File: config.mk
export PLATFORM = sky130hd
export DESIGN_NAME = memory_stage
export DESIGN_NICKNAME = d
export VERILOG_FILES = /design/src/rtl/memory_stage_pkg.sv /design/src/rtl/mem_access_fsm.sv /design/src/rtl/memory_stage.sv
export SDC_FILE = /design/constraint.sdc
export NUM_CORES = 1
export LEC_CHECK = 0
export CAP_MARGIN = 20
export CORE_ASPECT_RATIO = 0.75
export CORE_MARGIN = 2
export CORE_UTILIZATION = 43
export DETAILED_ROUTE_END_ITERATION = 8
export PLACE_DENSITY = 0.88
export SLEW_MARGIN = 20
export SYNTH_ARGS = -nofsm -noshare
export SYNTH_HDL_FRONTEND = slang
export SYNTH_SLANG_ARGS = --single-unit
File: constraint.sdc
create_clock -name clk -period 4.9 [get_ports clk]
set_input_delay 0.98 -clock clk [delete_from_list [all_inputs] [get_ports clk]]
set_output_delay 0.98 -clock clk [all_outputs]
set_load 0.02 [all_outputs]
File: src/rtl/memory_stage_pkg.sv
// Shared definitions for the memory stage: FSM state encodings, the default
// data-memory timeout, widths and the EX/MEM pipeline register payload.
package memory_stage_pkg;

    localparam int unsigned DATA_W       = 32;
    localparam int unsigned REG_W        = 5;
    localparam int unsigned DMEM_TIMEOUT = 16;

    typedef enum logic {
        MEM_IDLE = 1'b0,
        MEM_BUSY = 1'b1
    } mem_state_e;

    // EX/MEM stage register contents
    typedef struct packed {
        logic              regwrite;
        logic              memtoreg;
        logic              memwrite;
        logic [DATA_W-1:0] alu;
        logic [DATA_W-1:0] wdata;
        logic [REG_W-1:0]  wreg;
    } ex_mem_t;

    // Word accesses only: the two low address bits must be zero
    function automatic logic word_aligned(input logic [DATA_W-1:0] addr);
        return addr[1:0] == 2'b00;
    endfunction

endpackage

File: src/rtl/mem_access_fsm.sv
// Data-memory access sequencer: owns the IDLE/BUSY state, the wait-state
// counter, the sticky bus error and the pipeline stall.
// Ports:
//   start_i          launch an access on this edge (aligned load/store captured)
//   we_i/addr_i/wdata_i  captured access attributes from the stage register
//   dmem_ack_i       memory handshake completion
//   dmem_*_o         memory bus, derived only from registered state
//   mem_stall_c      hold upstream while an access is outstanding
//   ack_c            access completes on this edge
//   timeout_c        access is abandoned on this edge
//   bus_err_o        sticky timeout flag, cleared only by reset
module mem_access_fsm
    import memory_stage_pkg::*;
#(
    parameter int unsigned TIMEOUT = DMEM_TIMEOUT,
    parameter int unsigned ADDR_W  = 32
) (
    input  logic              clk,
    input  logic              rst_n,
    input  logic              start_i,
    input  logic              we_i,
    input  logic [DATA_W-1:0] addr_i,
    input  logic [DATA_W-1:0] wdata_i,
    input  logic              dmem_ack_i,
    output logic              dmem_req_o,
    output logic              dmem_we_o,
    output logic [ADDR_W-1:0] dmem_addr_o,
    output logic [DATA_W-1:0] dmem_wdata_o,
    output logic              mem_stall_c,
    output logic              ack_c,
    output logic              timeout_c,
    output logic              bus_err_o
);

    localparam int unsigned CNT_W = (TIMEOUT > 1) ? $clog2(TIMEOUT) : 1;

    mem_state_e       state_q, state_d;
    logic [CNT_W-1:0] cnt_q, cnt_d;
    logic             bus_err_q, bus_err_d;
    logic             busy;

    assign busy = (state_q == MEM_BUSY);

    // Bus is quiet outside BUSY so a reset or idle cycle never shows stale attributes
    assign dmem_req_o   = busy;
    assign dmem_we_o    = busy & we_i;
    assign dmem_addr_o  = busy ? ADDR_W'(addr_i) : '0;
    assign dmem_wdata_o = busy ? wdata_i : '0;
    assign mem_stall_c  = busy & ~dmem_ack_i;
    assign ack_c        = busy & dmem_ack_i;
    assign bus_err_o    = bus_err_q;

    // State register
    always_ff @(posedge clk or negedge rst_n) begin
        if (!rst_n) begin
            state_q   <= MEM_IDLE;
            cnt_q     <= '0;
            bus_err_q <= 1'b0;
        end else begin
            state_q   <= state_d;
            cnt_q     <= cnt_d;
            bus_err_q <= bus_err_d;
        end
    end

    // Next state; an ack edge can chain straight into the next access
    always_comb begin
        state_d   = state_q;
        cnt_d     = cnt_q;
        bus_err_d = bus_err_q;
        timeout_c = 1'b0;
        case (state_q)
            MEM_IDLE: begin
                if (start_i) begin
                    state_d = MEM_BUSY;
                    cnt_d   = '0;
                end
            end
            MEM_BUSY: begin
                if (dmem_ack_i) begin
                    state_d = start_i ? MEM_BUSY : MEM_IDLE;
                    cnt_d   = '0;
                end else if (cnt_q == CNT_W'(TIMEOUT - 1)) begin
                    state_d   = MEM_IDLE;
                    cnt_d     = '0;
                    bus_err_d = 1'b1;
                    timeout_c = 1'b1;
                end else begin
                    cnt_d = cnt_q + CNT_W'(1);
                end
            end
            default: state_d = MEM_IDLE;
        endcase
    end

endmodule

File: src/rtl/memory_stage.sv
// Memory pipeline stage: EX/MEM register, data-memory access through
// mem_access_fsm, writeback outputs and hazard-unit feedback.
// Ports:
//   RegWriteE/MemtoRegE/MemWriteE/ALUOutput/WriteDataE/WriteRegE  execute inputs
//   FlushM         capture a bubble instead of the execute instruction
//   dmem_*         req/ack data-memory bus
//   mem_stall      hold all upstream stages
//   *M             registered writeback outputs
//   ForwardMemVal/Hazard_*  forwarding value and destination for the hazard unit
//   align_err      one-cycle pulse after capturing a misaligned access
//   bus_err        sticky access timeout
module memory_stage
    import memory_stage_pkg::*;
#(
    parameter int unsigned TIMEOUT = DMEM_TIMEOUT,
    parameter int unsigned ADDR_W  = 32
) (
    input  logic              clk,
    input  logic              rst_n,
    input  logic              RegWriteE,
    input  logic              MemtoRegE,
    input  logic              MemWriteE,
    input  logic [31:0]       ALUOutput,
    input  logic [31:0]       WriteDataE,
    input  logic [4:0]        WriteRegE,
    input  logic              FlushM,
    output logic              dmem_req,
    output logic              dmem_we,
    output logic [ADDR_W-1:0] dmem_addr,
    output logic [31:0]       dmem_wdata,
    input  logic [31:0]       dmem_rdata,
    input  logic              dmem_ack,
    output logic              mem_stall,
    output logic [31:0]       ALUOutM,
    output logic [31:0]       ReadDataM,
    output logic [4:0]        WriteRegM,
    output logic              RegWriteM,
    output logic              MemtoRegM,
    output logic [31:0]       ForwardMemVal,
    output logic [4:0]        Hazard_WriteRegM,
    output logic              Hazard_RegWriteM,
    output logic              align_err,
    output logic              bus_err
);

    ex_mem_t           stage_q, stage_d;
    logic [DATA_W-1:0] rdata_q, rdata_d;
    logic              align_err_q, align_err_d;

    logic mem_op_c, aligned_c, capture_c, start_c, ack_c, timeout_c;

    assign mem_op_c  = MemtoRegE | MemWriteE;
    assign aligned_c = word_aligned(ALUOutput);
    assign capture_c = ~mem_stall;
    assign start_c   = capture_c & ~FlushM & mem_op_c & aligned_c;

    mem_access_fsm #(
        .TIMEOUT (TIMEOUT),
        .ADDR_W  (ADDR_W)
    ) u_fsm (
        .clk          (clk),
        .rst_n        (rst_n),
        .start_i      (start_c),
        .we_i         (stage_q.memwrite),
        .addr_i       (stage_q.alu),
        .wdata_i      (stage_q.wdata),
        .dmem_ack_i   (dmem_ack),
        .dmem_req_o   (dmem_req),
        .dmem_we_o    (dmem_we),
        .dmem_addr_o  (dmem_addr),
        .dmem_wdata_o (dmem_wdata),
        .mem_stall_c  (mem_stall),
        .ack_c        (ack_c),
        .timeout_c    (timeout_c),
        .bus_err_o    (bus_err)
    );

    // Stage register next value; misaligned accesses lose their side effects
    always_comb begin
        stage_d     = stage_q;
        rdata_d     = rdata_q;
        align_err_d = 1'b0;
        if (capture_c) begin
            if (FlushM) begin
                stage_d = '0;
            end else begin
                stage_d.regwrite = RegWriteE & ~(mem_op_c & ~aligned_c);
                stage_d.memtoreg = MemtoRegE;
                stage_d.memwrite = MemWriteE & aligned_c;
                stage_d.alu      = ALUOutput;
                stage_d.wdata    = WriteDataE;
                stage_d.wreg     = WriteRegE;
                align_err_d      = mem_op_c & ~aligned_c;
            end
        end else if (timeout_c) begin
            stage_d.regwrite = 1'b0;
        end
        // Load data lands on the ack edge, even as the next instruction is captured
        if (ack_c && stage_q.memtoreg) begin
            rdata_d = dmem_rdata;
        end else if (timeout_c) begin
            rdata_d = '0;
        end
    end

    always_ff @(posedge clk or negedge rst_n) begin
        if (!rst_n) begin
            stage_q     <= '0;
            rdata_q     <= '0;
            align_err_q <= 1'b0;
        end else begin
            stage_q     <= stage_d;
            rdata_q     <= rdata_d;
            align_err_q <= align_err_d;
        end
    end

    assign ALUOutM          = stage_q.alu;
    assign ReadDataM        = rdata_q;
    assign WriteRegM        = stage_q.wreg;
    assign RegWriteM        = stage_q.regwrite;
    assign MemtoRegM        = stage_q.memtoreg;
    assign ForwardMemVal    = stage_q.alu;
    assign Hazard_WriteRegM = stage_q.wreg;
    assign Hazard_RegWriteM = stage_q.regwrite;
    assign align_err        = align_err_q;

endmodule
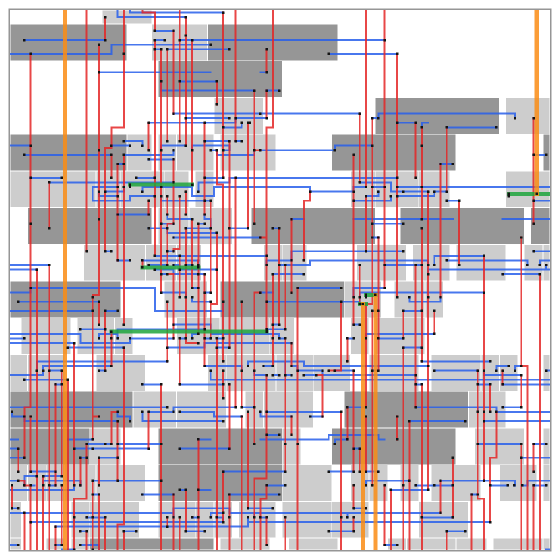
Figure 1: run 1, a small window of the routed layout.
Region (47, 10) to (87, 50) um. Cells in grey, sequential cells in the stronger grey; small squares are vias.
colour	layer
green	metal 3
blue	metal 1
red	metal 2
orange	metal 4
netlist names of flops here include	`stage_q` (4), `u_fsm.cnt_q` (4), `Hazard_WriteRegM` (3)
most frequent	nand2_1 (19), clkdlybuf4s50_1 (17), dfrtp_1 (16)
cells with their middle in the window	93
sequential cells in the window	17

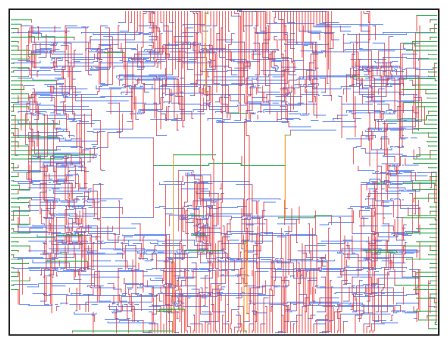
Figure 2: run 1, metal layers overlaid.
colour	layer	wire length
blue	metal 1	6,320 um
red	metal 2	7,170 um
orange	metal 4	155 um
green	metal 3	892 um
detailed-route wire length per cell: 15.8 um
total global routing track utilization: 21.5%
wirelength, routed: 14,500 um

==> run summary, run 1 <==
Results of the implementation run.

Per the detail_route report, the via count comes to roughly 4,500. According to the floorplan report, the total die area is around 0.014 mm^2. The total number of multi-input combinational cells came out at roughly 340. The layer flagged by global routing as most heavily used is met2. The share of final layout cell area taken by non-clock buffers came out at 35.4%.

The logs give a warning total of 26. The area of the core region came out at 0.0123 mm^2. The number of nets at the end of the flow is between 800 and 900. The run finished with clean final reports. Per the layout report, the design carries 10 clock buffers. The total of hold buffers inserted after clock tree synthesis is 0. The power report shows net switching accounting for a little under a third of the total.

The met2 routing resource usage after global routing is roughly 37%. Of the total power, registers draw ~44%. In the detailed route, the total length drawn on met2 is between 7000 and 8000 um.

The via count of the first global-routing pass came out at about 4,600. In this run, the number of DRC markers left after iteration 0 of detailed routing was 225. The warning count from the yosys run is 0. Broken down by cell family, the worst path's largest delay share belongs to buffers and inverters. The relative max-transition margin is between 30% and 40%. TritonCTS built the clock tree. The number of non-clock inverters came out at 2.

0 antenna diodes ended up in the layout. The clock-cell share of area came out at under 10%. The number of cells in the yosys synthesis report came out at roughly 560.

The port buffer count is 285. Per the TritonCTS log, the buffer count is 9. The final period demand of the worst path came out at 3320 ps.

The starting density of the core is ~44%. Clock skew on the completed layout was measured at between 10 and 15 ps. The largest incremental delay on the critical path came out at 600 ps. The instance tally after logic synthesis came out at approximately 560. In the final layout, the share of cells above drive strength 1 is approximately 3.5%. The number of remaining DRC errors came out at 0.

The most frequently placed logic cell in the final layout is sky130_fd_sc_hd__clkdlybuf4s50_1. Per the finish-stage timing summary, setup violations number 0. In the finished design, the share of the clock period the worst path needs comes to between 60% and 70%. Data on the critical path is required at its endpoint by approximately 4000 ps. Cell internal power was estimated by the tool at around 0.0018 W. The number of nets still failing antenna checks after routing is 0. Summed over all failing endpoints, the final setup total negative slack is 0 ps. Summed over all layers, the global routing overflow is 0. The average via count per standard cell is about 4.9. The power density relative to cell area came out at roughly 320 mW/mm^2. The design has 111 sequential cells.

The fraction of met1 tracks used by global routing came out at around 28%. The data arrival at the endpoint of the critical path is 2340 ps.
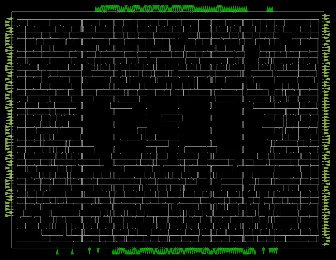
Figure 3: run 1, cell placement.
final cell count without fillers: 919
final core area utilization: 65.8%
cell row count: 35
flip-flop and latch share of the layout cell area: 34.3%

## run 1: kinds of logic (layout without fill, tap and decap cells)
family,count (synthesis),in the layout,share of synthesized area (%)
buf+inv,114,306,13.2
fa+ha+maj,1,1,0.230
simple gates,292,292,28.6
xor+xnor,1,1,0.161
compound gates,42,42,6.66
flops,111,111,51.1
## run 1: through the flow
stage / setup slack, ps / std cells / cell area, um^2 / total power, W
after detailed placement: 1600 / 903 / 7810 / 0.00186
after CTS: 1580 / 919 / 8100 / 0.00258
after global routing: 1510 / 919 / 8100 / 0.00267
after global placement: 1570 / 903 / 7800 / 0.00185
after floorplan: 2160 / 561 / 5430 / 0.00150
final: 1580 / 919 / 8100 / 0.00255
## run 1: cells in the mapped netlist
cell,number,area [um^2]
sky130_fd_sc_hd__o21ai_0,1,5.00
sky130_fd_sc_hd__nand2b_1,1,6.26
sky130_fd_sc_hd__or4_4,1,11.3
sky130_fd_sc_hd__a21o_1,1,7.51
sky130_fd_sc_hd__or3_1,1,6.26
sky130_fd_sc_hd__dfrtp_1,111,2780
sky130_fd_sc_hd__nand3_1,3,15.0
sky130_fd_sc_hd__o311ai_0,2,17.5
sky130_fd_sc_hd__o21ai_1,1,5.00
sky130_fd_sc_hd__nand4b_1,1,8.76
sky130_fd_sc_hd__nand2_1,143,537
sky130_fd_sc_hd__nor3_1,2,10.0
sky130_fd_sc_hd__o21bai_1,1,7.51
sky130_fd_sc_hd__nand3b_1,70,526
sky130_fd_sc_hd__a22o_1,33,289
sky130_fd_sc_hd__or2_1,1,6.26
sky130_fd_sc_hd__a32o_1,3,30.0
sky130_fd_sc_hd__inv_2,2,7.51
sky130_fd_sc_hd__xor2_1,1,8.76
sky130_fd_sc_hd__nor3b_1,1,7.51
sky130_fd_sc_hd__clkbuf_1,33,124
sky130_fd_sc_hd__and2_1,65,407
sky130_fd_sc_hd__nand4_1,1,6.26
sky130_fd_sc_hd__ha_1,1,12.5
sky130_fd_sc_hd__buf_4,76,571
sky130_fd_sc_hd__buf_2,3,15.0
sky130_fd_sc_hd__nor2_1,2,7.51
## run 1: final timing paths
path	start	endpoint	slack [ps]	depth (start not counted)
min in group asynchronous	rst_n	stage_q[15]	740	1
max in group asynchronous	rst_n	ALUOutM[30]	3080	2
hold / removal	stage_q[15]	stage_q[15]	460	2
setup reg to reg	u_fsm.dmem_req_o	u_fsm.cnt_q[2]	2420	5
hold reg to reg	stage_q[15]	stage_q[15]	460	2
setup / recovery	dmem_ack	mem_stall	1580	4
## run 1: power by group through the flow
| stage | registers (W) | clock network (W) | logic (W) |
|---|---|---|---|
| final | 0.00113 | 0.000706 | 0.000720 |
| after floorplan | 0.00121 | 0 | 0.000293 |
| after detailed placement | 0.00114 | 0 | 0.000727 |
| after global placement | 0.00113 | 0 | 0.000712 |
| after global routing | 0.00114 | 0.000764 | 0.000766 |
| after CTS | 0.00113 | 0.000726 | 0.000728 |
## run 1: worst min-delay path, delay by kind of cell (launching register included)
kind          cells  cell delay, ps
flops             1             340
simple gates      2             100
Figure 4. Metal 3 (run 1).
Bar = 50 um.
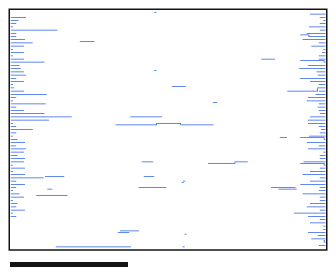

==> run 1 -> run 2 <==
- CORE_UTILIZATION: 43 -> 36
- PLACE_DENSITY: 0.88 -> 0.78
- clock period: 4.9 -> 2.7 ns (I/O delays scaled with it)
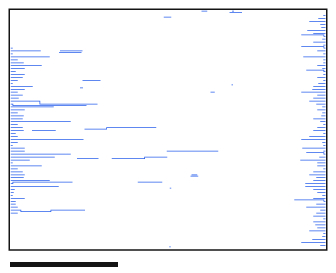
Figure 5: run 2, metal 3.
Bar = 50 um.
share of all routed wire	7.0%
wire length on this layer	1,060 um

==> run 2 against run 1 <==
Count of clock-buffer cells in the layout down 1. Total power up 89%. Core utilization down 9.2 points. Via count down 1.1%. Synthesized cell count unchanged. Sequential share of layout area down 0.68 points. Area after synthesis unchanged. Setup slack worse by 1400 ps.
==> run summary, run 2 <==
Results of the implementation run.

The xor/xnor cell area share of the yosys netlist was 0.161% (unchanged). The flow ran to the end, and the final reports show no timing, DRC or antenna violations. Yosys reports that the most numerous cell types are 143 x sky130_fd_sc_hd__nand2_1, 111 x sky130_fd_sc_hd__dfrtp_1, 76 x sky130_fd_sc_hd__buf_4, 70 x sky130_fd_sc_hd__nand3b_1, 65 x sky130_fd_sc_hd__and2_1. The number of enable flip-flop cells is 0 (unchanged). The number of nets handed over by synthesis was about 670. The data arrival at the endpoint of the critical path came out at 2000 ps (-340 ps). By instance count after routing, the leading logic cell type is sky130_fd_sc_hd__clkdlybuf4s50_1.

Grouping stages by cell kind, the critical path spends the most delay in buffers and inverters. The via count of the first global-routing pass came to 4,299 (-6.6%). The number of logic stages on the critical path including buffering came out at 3 (-1). The final-report setup violation count came out at 0 (unchanged). The fraction of synthesized area in multiplexers came out at 0% (unchanged).

The starting density of the core was 37.2% (-6.9 points). The number of cells in the yosys synthesis report came to 561 (unchanged). The arithmetic-cell share of the synthesized area counting full adders, half adders and majority gates came to 0.230% (unchanged). The average routed wire per standard cell came out at 15.8 um (+0.12%). In the post-synthesis netlist, the biggest area contributors are sky130_fd_sc_hd__dfrtp_1 51%, sky130_fd_sc_hd__buf_4 11%, sky130_fd_sc_hd__nand2_1 9.9%. The total number of warnings across the stage logs came to 26 (unchanged). The post-synthesis simple-gate area fraction is 28.6% (unchanged). The port buffer count came out at 285 (unchanged). The buffers plus inverters on the worst setup path is 2.

The power density relative to cell area is 583 mW/mm^2 (+85%). The number of remaining DRC errors came out at 0 (unchanged). The fraction of registers with async set or reset after synthesis came to 100% (unchanged). The most area-hungry cell type in the Yosys netlist is sky130_fd_sc_hd__dfrtp_1.

In the post-synthesis netlist, the cell with the most instances is sky130_fd_sc_hd__nand2_1. The number of maximum-capacitance violations recorded for the run is 0. The global routing usage summed across all routing layers came out at 18.3% (-3.2 points).

The warning count from the yosys run is 0 (unchanged). The required time at the worst-slack endpoint was 2160 ps (-1760 ps). The final clock skew is 8.54 ps (-1.51 ps). The total wire length after detailed routing came out at 15,200 um (+4.7%).

The share of the cycle needed by the critical path after routing is 94.0%. The average via count per standard cell came out at 4.64 (-5.4%). The number of DRC markers in iteration 0 was 226 (+0.44%). The share of the synthesized area in the top cell type is 51.1% (unchanged). The final period demand of the worst path is approximately 2500 ps. In the layout the commonest cells are 283 x sky130_fd_sc_hd__clkdlybuf4s50_1, 143 x sky130_fd_sc_hd__nand2_1, 110 x sky130_fd_sc_hd__dfrtp_1.

The final global-route overflow total is 0 (unchanged). The ratio of cells with drive above 1 in the final layout came out at 4.60% (+1.1 points). The complex-gate fraction of the synthesized area came out at 6.66% (unchanged).

The relative max-transition margin is 45.5% (+15 points). The final cell count without fillers came out at 961 (+4.6%). The total inserted antenna cells is 0 (unchanged). The CTS buffer count is 9 (unchanged). The number of cells traversed by the worst register-to-register path came out at 5 (unchanged). The final total negative setup slack was 0 ps (unchanged). The instance tally after logic synthesis is 561 (unchanged). Grouping non-sequential cells by family puts the most area in simple AND/OR/NAND/NOR gates. The most used flip-flop cell is sky130_fd_sc_hd__dfrtp_1. The TritonCTS clock tree is built. The number of nets at the end of the flow was 865 (+0.93%). The largest incremental delay on the critical path came to 640 ps (+40 ps).

The total vias in the final route is 4,463 (-1.1%). The die footprint came out at 0.0161 mm^2 (+19%). The number of nets still failing antenna checks after routing came out at 0 (unchanged).
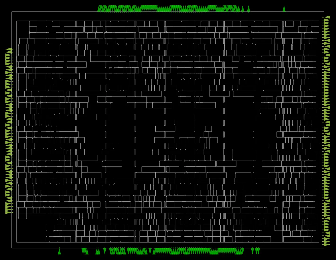
Figure 6: run 2, cell placement.
Filler cells: 1,331
cell row count: 38
standard cell core area: 0.0146 mm^2

run 2: path summary, 6_finish.rpt:
kind	slack (ps)	endpoint	from
min	190	Hazard_WriteRegM[2]	rst_n
min reg2reg	460	stage_q[24]	stage_q[24]
min in group clk	460	stage_q[24]	stage_q[24]
max	160	dmem_wdata[24]	u_fsm.dmem_req_o
max in group asynchronous	1830	ReadDataM[31]	rst_n
max reg2reg	790	Hazard_RegWriteM	u_fsm.dmem_req_o
run 2: area by class of cell:
cell class / instances / area (um^2)
multi-input cells: 336 / 1940
well taps: 200 / 250
inverters: 2 / 7.51
clock buffers: 9 / 225
clock inverters: 7 / 100
repair buffers: 296 / 2960
fillers: 1331 / 6330
flip-flops and latches: 111 / 2780
run 2: cells by family after synthesis:
| group | Yosys count |
|---|---|
| AND/OR/NAND/NOR | 292 |
| XOR/XNOR | 1 |
| buffers and inverters | 114 |
| AND-OR/OR-AND | 42 |
| adder cells (fa/ha/maj) | 1 |
| flip-flops | 111 |
run 2: through the flow:
stage	hold slack [ps]	cell area, um^2	setup WS, ps	utilization, %	power [W]
after floorplan	244	5430	842	-	0.00272
after global placement	441	7920	206	54.3	0.00337
after detailed placement	447	7920	213	54.3	0.00340
after CTS	210	8250	101	56.5	0.00488
after global routing	232	8270	54.7	56.6	0.00503
final	187	8270	163	56.6	0.00482
run 2: routing by layer:
| metal | global-route usage, % | vias to the layer above | routed length, um |
|---|---|---|---|
| met5 | 0 | - | 0 |
| met4 | 4.20 | 0 | 162 |
| met3 | 5.39 | 11 | 1060 |
| li1 | - | 2145 | - |
| met1 | 22.7 | 2139 | 6420 |
| met2 | 31.9 | 168 | 7580 |
run 2: power breakdown:
| part | switching [W] | total [W] | internal [W] | leakage, nW |
|---|---|---|---|---|
| Sequential | 0.000151 | 0.00203 | 0.00187 | 1.44 |
| Clock | 0.000636 | 0.00146 | 0.000827 | 0.161 |
| Combinational | 0.000618 | 0.00133 | 0.000712 | 2.11 |
| Total | 0.00141 | 0.00482 | 0.00341 | 3.71 |
Figure 7. A small window of the routed layout (run 2).
Region (53, 13) to (93, 53) um. Cells in grey, sequential cells in the stronger grey; small squares are vias.
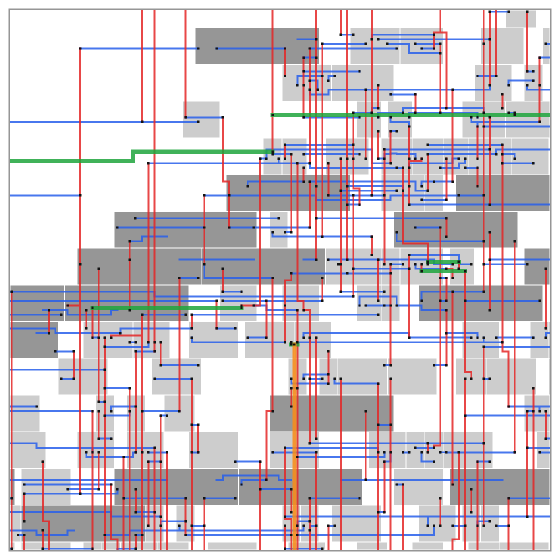

==> run 2 -> run 3 <==
- CORE_ASPECT_RATIO: 0.75 -> 2
- SLEW_MARGIN: 20 -> 15
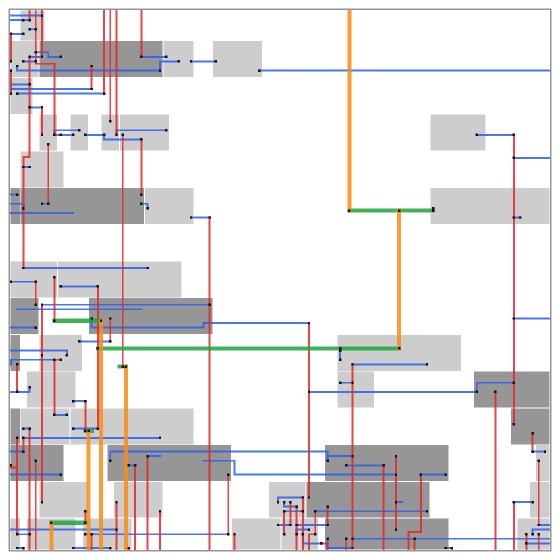
Figure 8: run 3, a small window of the routed layout.
Region (25, 33) to (65, 73) um. Cells in grey, sequential cells in the stronger grey; small squares are vias.
colour	layer
orange	metal 4
red	metal 2
green	metal 3
blue	metal 1
netlist names of flops here include	`ALUOutM` (4), `ReadDataM` (2)
cells with their middle in the window	39
most frequent	clkdlybuf4s50_1 (11), dfrtp_1 (8), nand2_1 (6)
sequential cells in the window	8

==> run 3 against run 2 <==
Sequential power about the same. Fmax up 4.0%. Count of clock-buffer cells in the layout unchanged. Final cell count down 0.83%. Clock power down 3%. First-iteration DRC count down 29%. Sequential share of layout area up 0.16 points. Flip-flop count unchanged.
==> run summary, run 3 <==
Results of the implementation run.

The flow ran to the end, and the final reports show no timing, DRC or antenna violations. The total area of sequential cells came to 0.00278 mm^2 (about the same). The number of DRC markers in iteration 0 came out at 160 (-29%). The final global-route overflow total was 0 (unchanged). The total wire length after detailed routing came out at 15,200 um (about the same). The warning count from the yosys run is 0 (unchanged).

The switching part of the total came out at 30.2% (+1.1 points). The power density relative to cell area is 580 mW/mm^2 (-0.43%). The total number of warnings across the stage logs came out at 26 (unchanged). The average via count per standard cell is 4.64 (about the same). The fraction of power consumed by sequential logic was 42.4% (+0.4 points). The average routed wire per standard cell is 16.0 um (+0.94%).

The final-report setup violation count came out at 0 (unchanged). The clock network fraction of design power is 29.5% (-0.9 points). The CTS buffer count is 9 (unchanged). The global routing usage summed across all routing layers was 18.6% (+0.34 points).

The final total negative setup slack came out at 0 ps (unchanged). Among all cell types in the netlist, the one instantiated most often is sky130_fd_sc_hd__nand2_1. The number of nets still failing antenna checks after routing was 0 (unchanged). The number of nets at the end of the flow came out at 862 (-0.35%). The total inserted antenna cells is 0 (unchanged). The net switching component of the power was 0.00144 W (+2.7%).

The data arrival at the endpoint of the critical path was 1900 ps (-100 ps). The number of cells in the yosys synthesis report is 561 (unchanged). The required time at the worst-slack endpoint is 2160 ps (about the same).

Sorting the synthesized cells by area gives the leading types as sky130_fd_sc_hd__dfrtp_1 51%, sky130_fd_sc_hd__buf_4 11%, sky130_fd_sc_hd__nand2_1 9.9%. Before any placement, the netlist area is recorded as between 0.005 and 0.006 mm^2. The share of the synthesized area in the top cell type came to 51.1% (unchanged). The clock insertion delay at the later pin of the skew report is roughly 350 ps. The fraction of registers with async set or reset after synthesis was 100% (unchanged). The final clock skew came out at 8.86 ps (+0.313 ps).

Ranking logic cells in the layout by count gives the top entries 283 x sky130_fd_sc_hd__clkdlybuf4s50_1, 143 x sky130_fd_sc_hd__nand2_1, 110 x sky130_fd_sc_hd__dfrtp_1. The clock-pin slew on the worst setup and hold paths came out at 70 ps. The tally of max-capacitance violations came out at 0 (unchanged). The worst hold slack across all endpoints came to 459 ps (+272 ps). The die footprint is 0.0161 mm^2 (+0.31%). The detailed-routing iteration count for the pre-antenna-repair pass came out at 4. The total vias in the final route was 4,424 (-0.87%). The number of nets at floorplan is 670 (unchanged).

The number of remaining DRC errors is 0 (unchanged). The final period demand of the worst path is 2440 ps (-97.2 ps). The starting density of the core came out at 36.7% (-0.56 points). The number of cells traversed by the worst register-to-register path is 4 (-1). The number of enable flip-flop cells came to 0 (unchanged).

The portion of total power attributed to combinational logic is 28.1% (+0.5 points). The area of the multi-input gates is 0.00194 mm^2 (unchanged). Looking at the cell usage after synthesis, the top flip-flop cell is sky130_fd_sc_hd__dfrtp_1.

The relative max-transition margin is 29.1% (-16 points). The most frequently placed logic cell in the final layout is sky130_fd_sc_hd__clkdlybuf4s50_1. By count the netlist is led by 143 x sky130_fd_sc_hd__nand2_1, 111 x sky130_fd_sc_hd__dfrtp_1, 76 x sky130_fd_sc_hd__buf_4, 70 x sky130_fd_sc_hd__nand3b_1, 65 x sky130_fd_sc_hd__and2_1. The area of the core region was 0.0148 mm^2 (+1.5%). The port buffer count is 285 (unchanged).

The most area-hungry cell type in the Yosys netlist is sky130_fd_sc_hd__dfrtp_1. TritonCTS built the clock tree. The internal power of the cells came to 0.00333 W (-2.5%).
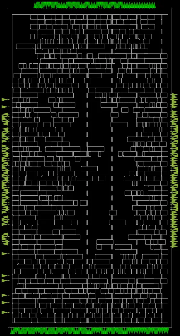
Figure 9: run 3, cell placement.
cell row count: 63
Filler cells: 1,373

[run 3: timing repair]
| action | 4_1_cts | 5_1_grt |
|---|---|---|
| setup endpoints to repair | 0 | 0 |
| hold buffers | 1 | 0 |
| hold endpoints to repair | 7 | 0 |
[run 3: layer usage]
layer / track usage, % / part of all wire [%]
met1: 21.7 / 38
met2: 33.3 / 54
met3: 3.48 / 5.2
met4: 7.83 / 3.1
met5: 0 / 0
[run 3: critical path, stage by stage]
cell	delay (ps)
sky130_fd_sc_hd__clkdlybuf4s50_1	450
sky130_fd_sc_hd__nand2b_2	210
sky130_fd_sc_hd__inv_2	80
sky130_fd_sc_hd__clkdlybuf4s50_1	620
[run 3: cells by family after synthesis]
kind of cell	share of synthesized area [%]
AND-OR/OR-AND	6.66
flip-flops	51.1
XOR/XNOR	0.161
AND/OR/NAND/NOR	28.6
adder cells (fa/ha/maj)	0.230
buffers and inverters	13.2
[run 3: area by class of cell]
class	instances	share of cell area, %
inverter	2	0.0913
tap	195	2.97
timing repair buffer	293	35.7
multi-input combinational	336	23.6
clock buffer	9	2.74
clock inverter	7	1.08
sequential	111	33.8
[run 3: per-stage QoR]
step	std cells	power [W]	util, %	setup slack [ps]	cell area (um^2)
after floorplan	561	0.00272	-	842	5430
after global routing	953	0.00499	55.5	213	8220
after detailed placement	936	0.00340	53.3	262	7900
after global placement	936	0.00338	53.3	260	7900
after CTS	953	0.00484	55.5	251	8220
final	953	0.00477	55.5	260	8220
[run 3: path summary, 6_finish.rpt]
check	from	end	slack (ps)
worst max-delay path	dmem_ack	mem_stall	260
worst min-delay path	stage_q[19]	stage_q[19]	460
worst max register to register	u_fsm.cnt_q[0]	ReadDataM[0]	770
worst min register to register	stage_q[19]	stage_q[19]	460
max in group asynchronous	rst_n	Hazard_WriteRegM[3]	1470
min in group asynchronous	rst_n	stage_q[31]	560
[run 3: power by group through the flow]
| stage | combinational [W] | sequential, W | clock [W] |
|---|---|---|---|
| floorplan | 0.000532 | 0.00219 | 0 |
| global placement | 0.00134 | 0.00204 | 0 |
| detailed placement | 0.00136 | 0.00205 | 0 |
| CTS | 0.00136 | 0.00202 | 0.00145 |
| global route | 0.00142 | 0.00205 | 0.00152 |
| finish | 0.00134 | 0.00202 | 0.00141 |

==> gallery <==
Clock distribution.
image #1
Bar = 50 um.
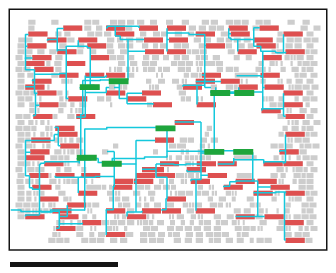
image #2
Bar = 20 um.
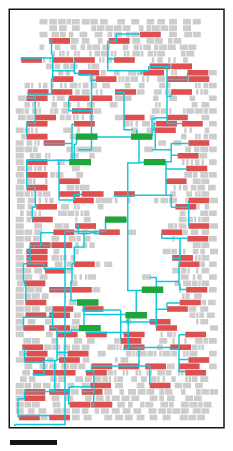
image #3
Bar = 50 um.
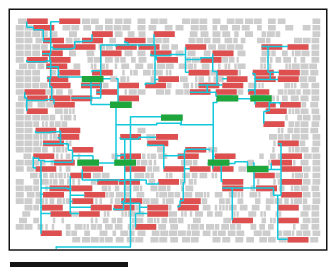
For run 1, see image #3.
For run 3, see image #2.
For run 2, see image #1.
The one with the smallest die is image #3.

Power and IR drop assume default switching activity.
